## config.mk

```make
export PLATFORM = sky130hd
export DESIGN_NAME = ob_dump_tx_framer
export DESIGN_NICKNAME = d
export VERILOG_FILES = /design/src/rtl/ob_pkg.sv /design/src/rtl/ob_dump_tx_framer.sv
export SDC_FILE = /design/constraint.sdc
export NUM_CORES = 1
export LEC_CHECK = 0
export ABC_AREA = 1
export CORE_MARGIN = 2
export CORE_UTILIZATION = 48
export CTS_CLUSTER_SIZE = 8
export DETAILED_ROUTE_END_ITERATION = 6
export MAX_ROUTING_LAYER = met4
export PLACE_DENSITY = 0.76
export SLEW_MARGIN = 20
export SYNTH_ARGS = -nofsm -noshare
export SYNTH_HDL_FRONTEND = slang
export SYNTH_SLANG_ARGS = --single-unit
```

## constraint.sdc

```tcl
create_clock -name clk_udp -period 1.78 [get_ports clk_udp]
set_clock_uncertainty 0.2 [all_clocks]
set_input_delay 0.178 -clock clk_udp [delete_from_list [all_inputs] [get_ports clk_udp]]
set_output_delay 0.178 -clock clk_udp [all_outputs]
set_load 0.02 [all_outputs]
```

## src/rtl/ob_pkg.sv

```systemverilog
// Shared order-book package.
//  - Opcodes for market-data and dump responses.
//  - Bit positions of the fields in a 32-bit order word:
//    {price[31:16], is_buy[15], is_bot[14], qty[13:0]}.
//  - State encoding for the dump TX framer.
package ob_pkg;

  localparam logic [23:0] OP_MARKET = 24'h102030;
  localparam logic [23:0] OP_DUMP   = 24'hF0E0D0;

  localparam int unsigned PRICE_MSB  = 31;
  localparam int unsigned PRICE_LSB  = 16;
  localparam int unsigned IS_BUY_BIT = 15;
  localparam int unsigned IS_BOT_BIT = 14;
  localparam int unsigned QTY_MSB    = 13;
  localparam int unsigned QTY_LSB    = 0;

  typedef enum logic [2:0] {
    ST_IDLE,
    ST_HDR,
    ST_WAIT_WORD,
    ST_DATA,
    ST_CSUM
  } dump_tx_state_t;

  // Build an order word from its fields.
  function automatic logic [31:0] ob_order_word(
    input logic [15:0] price,
    input logic        is_buy,
    input logic        is_bot,
    input logic [13:0] qty
  );
    return {price, is_buy, is_bot, qty};
  endfunction

endpackage

```

## src/rtl/ob_dump_tx_framer.sv

```systemverilog
// Transmit-side framer for order-book dump responses (clk_udp domain).
// Serialises start_count 32-bit order words into one byte frame:
//   OPCODE[23:16], OPCODE[15:8], OPCODE[7:0], count[7:0],
//   4 bytes per word (MSB first), XOR checksum (tlast).
// Ports:
//   clk_udp, rst_udp             clock, synchronous active-high reset
//   start_valid/count/ready      dump request (accepted only in IDLE)
//   in_tdata/tvalid/tlast/tready order-word stream (accepted only in WAIT_WORD)
//   tx_fifo_tdata/tvalid/tlast/tready  byte stream to the UDP TX FIFO
//   busy                         high whenever not IDLE
//   len_err                      one-cycle pulse when in_tlast disagrees with count
module ob_dump_tx_framer
  import ob_pkg::*;
#(
  parameter logic [23:0] OPCODE = OP_DUMP,
  parameter int unsigned CNT_W  = 8
) (
  input  logic             clk_udp,
  input  logic             rst_udp,
  input  logic             start_valid,
  input  logic [CNT_W-1:0] start_count,
  output logic             start_ready,
  input  logic [31:0]      in_tdata,
  input  logic             in_tvalid,
  input  logic             in_tlast,
  output logic             in_tready,
  output logic [7:0]       tx_fifo_tdata,
  output logic             tx_fifo_tvalid,
  output logic             tx_fifo_tlast,
  input  logic             tx_fifo_tready,
  output logic             busy,
  output logic             len_err
);

  dump_tx_state_t   r_state;
  logic [CNT_W-1:0] r_cnt;
  logic [CNT_W-1:0] r_rem;
  logic [1:0]       r_idx;
  logic [31:0]      r_shift;
  logic [7:0]       r_csum;
  logic [7:0]       r_tdata;
  logic             r_tvalid;
  logic             r_tlast;
  logic             r_in_tready;
  logic             r_start_ready;
  logic             r_busy;
  logic             r_len_err;

  logic             w_xfer;
  logic [7:0]       w_csum_nxt;
  logic [7:0]       w_cnt_byte;
  logic             w_last_word;

  assign w_xfer      = r_tvalid && tx_fifo_tready;
  // Checksum including the byte currently on the bus; used when that byte
  // transfers and the next byte presented is the checksum itself.
  assign w_csum_nxt  = r_csum ^ r_tdata;
  assign w_cnt_byte  = 8'(r_cnt);
  assign w_last_word = (r_rem == CNT_W'(1));

  always_ff @(posedge clk_udp) begin
    if (rst_udp) begin
      r_state       <= ST_IDLE;
      r_cnt         <= '0;
      r_rem         <= '0;
      r_idx         <= '0;
      r_shift       <= '0;
      r_csum        <= '0;
      r_tdata       <= '0;
      r_tvalid      <= 1'b0;
      r_tlast       <= 1'b0;
      r_in_tready   <= 1'b0;
      r_start_ready <= 1'b1;
      r_busy        <= 1'b0;
      r_len_err     <= 1'b0;
    end else begin
      r_len_err <= 1'b0;
      unique case (r_state)
        ST_IDLE: begin
          if (start_valid) begin
            r_cnt         <= start_count;
            r_rem         <= start_count;
            r_csum        <= '0;
            r_idx         <= '0;
            r_tdata       <= OPCODE[23:16];
            r_tvalid      <= 1'b1;
            r_tlast       <= 1'b0;
            r_start_ready <= 1'b0;
            r_busy        <= 1'b1;
            r_state       <= ST_HDR;
          end
        end

        ST_HDR: begin
          if (w_xfer) begin
            r_csum <= w_csum_nxt;
            r_idx  <= r_idx + 2'd1;
            unique case (r_idx)
              2'd0:    r_tdata <= OPCODE[15:8];
              2'd1:    r_tdata <= OPCODE[7:0];
              2'd2:    r_tdata <= w_cnt_byte;
              default: begin
                if (r_cnt == '0) begin
                  r_tdata <= w_csum_nxt;
                  r_tlast <= 1'b1;
                  r_state <= ST_CSUM;
                end else begin
                  r_tvalid    <= 1'b0;
                  r_in_tready <= 1'b1;
                  r_state     <= ST_WAIT_WORD;
                end
              end
            endcase
          end
        end

        ST_WAIT_WORD: begin
          if (in_tvalid) begin
            // First byte goes straight to the bus; the rest queue in r_shift.
            r_tdata     <= in_tdata[31:24];
            r_shift     <= {in_tdata[23:0], 8'h00};
            r_tvalid    <= 1'b1;
            r_in_tready <= 1'b0;
            r_idx       <= '0;
            r_len_err   <= in_tlast ^ w_last_word;
            r_state     <= ST_DATA;
          end
        end

        ST_DATA: begin
          if (w_xfer) begin
            r_csum <= w_csum_nxt;
            r_idx  <= r_idx + 2'd1;
            if (r_idx != 2'd3) begin
              r_tdata <= r_shift[31:24];
              r_shift <= {r_shift[23:0], 8'h00};
            end else begin
              r_rem <= r_rem - CNT_W'(1);
              if (w_last_word) begin
                r_tdata <= w_csum_nxt;
                r_tlast <= 1'b1;
                r_state <= ST_CSUM;
              end else begin
                r_tvalid    <= 1'b0;
                r_in_tready <= 1'b1;
                r_state     <= ST_WAIT_WORD;
              end
            end
          end
        end

        ST_CSUM: begin
          if (w_xfer) begin
            r_tdata       <= '0;
            r_tvalid      <= 1'b0;
            r_tlast       <= 1'b0;
            r_start_ready <= 1'b1;
            r_busy        <= 1'b0;
            r_state       <= ST_IDLE;
          end
        end

        default: begin
          r_tvalid      <= 1'b0;
          r_tlast       <= 1'b0;
          r_in_tready   <= 1'b0;
          r_start_ready <= 1'b1;
          r_busy        <= 1'b0;
          r_state       <= ST_IDLE;
        end
      endcase
    end
  end

  assign start_ready    = r_start_ready;
  assign in_tready      = r_in_tready;
  assign tx_fifo_tdata  = r_tdata;
  assign tx_fifo_tvalid = r_tvalid;
  assign tx_fifo_tlast  = r_tlast;
  assign busy           = r_busy;
  assign len_err        = r_len_err;

endmodule

```

Fig. 1: gate families picked out
Scale: 3 px per µm.
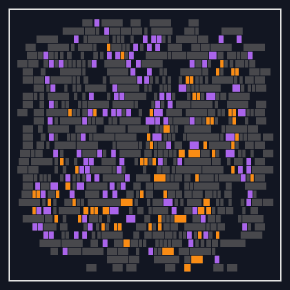
purple -> aoi and oai cells  # cells 117, where widely spread
orange -> nor cells  # cells 68

==> out/metrics.json <==
{
  "setup.reg_to_reg.worst_slack_ns": 0.03,
  "crit-reg2reg-capture": "tx_fifo_tdata[7]$_SDFFE_PP0P_",
  "timing.critical_path.required_ns": 1.82,
  "powerDensity_mw_per_mm2": 1430,
  "met2RoutedLength_um": 4740,
  "mostFrequentLayoutCell": "sky130_fd_sc_hd__nand2_1",
  "floorplan.rows": 31,
  "grt_setup_unrepaired": "yes",
  "die_y_um": 90.0,
  "status": "finished clean",
  "globalRouteMet3Util_pct": 5.87,
  "grt_usage_pct": 24.6,
  "power.largest_group": "combinational cells",
  "yosys_area_mm2": 0.00355,
  "grt_start_max_net_pins": 41,
  "timing.final.max_slew_violations": 0,
  "buffers_on_ports": 59,
  "number_of_logged_tool_warnings": 31,
  "floorplanUtilization_pct": 49.2,
  "cp_slowest_cell": "sky130_fd_sc_hd__dfxtp_4",
  "maxSlewHeadroom_pct": 77.4,
  "path_class": "reg -> reg",
  "p_seq_mw": 2.22,
  "first_global_vias": 3643,
  "ioPinCount": 60,
  "data_arrival_time_at_the_worst_slack_endpoint_ns": 1.79,
  "grt_antenna_before_repair": 0,
  "ys_sh_mux_pct": 0,
  "cts_setup_buffers": 0,
  "gr-max-usage-layer": "met2",
  "avgRoutedWirePerCell_um": 13.2,
  "worst_setup_path_end_kind": "flip-flop",
  "worst-path-max-fanout": 16,
  "path_delay_family": "simple AND/OR/NAND/NOR gates",
  "cts_root_buf": "sky130_fd_sc_hd__clkbuf_8",
  "number_of_detailed_routing_iterations_run_before_antenna_repair": 4,
  "max_cap_violations": 0,
  "asyncSetResetFlopFracSynth_pct": 0,
  "yosys_warnings": 0,
  "route.layer.met1.wl_um": 4150,
  "avgSynthCellArea_um2": 6.45,
  "combinationalPowerShare_pct": 47.9,
  "cts_tree": "yes",
  "period_minus_slack_ns": 1.75,
  "finalInstanceArea_mm2": 0.00490,
  "postCtsHoldBufs": 0,
  "path_depth": 10,
  "vias": 3833,
  "synth_adder_area_share_pct": 2.12,
  "sequential_area_share_after_synthesis_pct": 37.8,
  "drc": 0,
  "place_congestion": 0.933,
  "area_growth_syn_to_layout_pct": 38.2,
  "post_route_ant_nets": 0,
  "power.sequential.fraction_pct": 31.6,
  "worst_setup_slack_after_layout_ns": 0.0308,
  "hold_viol_final": 0,
  "p_comb_mw": 3.37,
  "post_cts.resized_instances": 13,
  "antenna-diode-count": 0,
  "gr-usage-met1_pct": 28.2,
  "core-area_mm2": 0.00721,
  "holdPathStages": 3,
  "power.total_mw": 7.03,
  "number_of_fill_cells": 647,
  "die.size.x_um": 90.0,
  "worstReg2RegStart": "r_state[2]$_SDFFE_PP0P_",
  "syn_nets": 602,
  "yosys-dominant-comb-family": "simple AND/OR/NAND/NOR gates",
  "topRoutingLayerUsed": "met4",
  "synth_cells": 550,
  "setup_viol": 0,
  "route.met3.wl_um": 633,
  "min_to": "r_shift[14]$_SDFFE_PP0P_",
  "critical_path.cell_chain": "buf_4 -> nor2_2 -> nand2_1 -> nand2_1 -> inv_2 -> nand3_2 -> nor2_4 -> buf_12 -> nor2_1 -> nor2_1",
  "clk_transition_reported_paths_ns": 0.08,
  "grt_util_met2_pct": 41.7,
  "p_int_mw": 4.22,
  "simple_share_synth_pct": 31.6,
  "xor_area_share_pct": 2.72,
  "timing_worst_slew_pin_value_ns": 0.335,
  "ys_dominant_reg_cell": "sky130_fd_sc_hd__dfxtp_1",
  "synthesis.area_mm2": 0.00355,
  "post_route_cells_drive_above_1_share_pct": 18.0,
  "post_synth_num_cell_types": 30,
  "synth-cells-yosys": 550,
  "worst_r2r_path_depth": 10,
  "cts_buffers": 9,
  "critical_path.startpoint": "r_state[2]$_SDFFE_PP0P_",
  "cts-root-to-sink-buffers": 2,
  "irDropWorstVdd_mv": 0.757,
  "via_per_inst": 5.19,
  "dp_hpwl_um": 6670,
  "detailed_place.area_mm2": 0.00447,
  "start_kind": "flip-flop",
  "critPathCapture": "tx_fifo_tdata[7]$_SDFFE_PP0P_",
  "p_sw_share_pct": 40.0,
  "final_cycle_utilization_of_the_critical_path_pct": 98.3,
  "detailed_route_wire_length_um": 9720,
  "worst_skew_pair.late_latency_ns": 0.35,
  "hold_path.class": "in -> reg",
  "min_delay_src": "in_tdata[6]",
  "power.net_switching_mw": 2.81,
  "fin_nets": 687,
  "dieArea_mm2": 0.00810,
  "power_frac_clock_pct": 20.4,
  "max_clk_rate_mhz": 572,
  "leakage_power_nw": 2.06,
  "count_of_flip_flops_with_a_built_in_enable_after_synthesis": 0,
  "critical_path.n_buffers_inverters": 3,
  "lay_top_cells": "sky130_fd_sc_hd__nand2_1, sky130_fd_sc_hd__dfxtp_1, sky130_fd_sc_hd__clkdlybuf4s50_1"
}
Fig. 2: the clock network
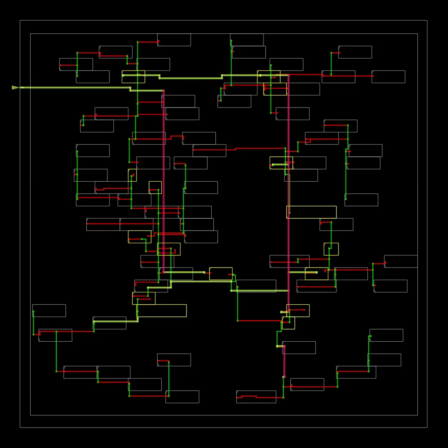
seq_cells: 67
number of sinks driven by the clock tree: 67
clock buf count: 10
Clk power: 1.44 mW

## area by class of cell
type | instances | area (µm²) | area share, %
inverter | 52 | 200 | 4.08
tap | 99 | 124 | 2.53
timing repair buffer | 98 | 965 | 19.7
sequential | 67 | 1360 | 27.7
clock buffer | 10 | 138 | 2.81
clock inverter | 6 | 88.8 | 1.81
multi-input combinational | 407 | 2030 | 41.4
## cell usage after synthesis, drive strengths merged, types with 4 or more instances
cell | n | area share (%)
buf | 13 | 2.0
nand2 | 170 | 18
nand3 | 27 | 4.1
dfxtp | 67 | 38
nor2 | 64 | 7.3
a21boi | 4 | 0.85
inv | 49 | 5.2
o21ai | 49 | 6.9
clkbuf | 11 | 1.2
a21oi | 61 | 8.7
or2 | 6 | 1.1
xnor2 | 9 | 2.2
ha | 6 | 2.1
## metrics by stage
| step | std cells | hold slack (ns) | setup TNS, ns | utilization (%) |
|---|---|---|---|---|
| global route | 739 | 0.206 | -0.676 | 68.0 |
| global placement | 720 | 0.232 | -0.786 | 62.0 |
| detailed placement | 720 | 0.238 | -1.94 | 62.0 |
| CTS | 736 | 0.188 | 0 | 65.6 |
| floorplan | 550 | 0.117 | 0 | - |
| finish | 739 | 0.197 | 0 | 68.0 |
## flip-flops by register name (all words and copies together) (netlist names)
| signal | count |
|---|---|
| r_shift | 24 |
| r_cnt | 8 |
| r_csum | 8 |
| r_rem | 8 |
| tx_fifo_tdata | 8 |
| r_state | 3 |
| r_idx | 2 |
| busy | 1 |
| in_tready | 1 |
| len_err | 1 |
| start_ready | 1 |
| tx_fifo_tlast | 1 |
| tx_fifo_tvalid | 1 |
## worst min-delay path: cells and delay by family
kind,cells,cell delay [ns]
buffers and inverters,1,0.40
and+or+nand+nor,1,0.08
AOI/OAI and AO/OA,1,0.05
Power figures rest on the tool's default switching activity, not on a simulated workload.
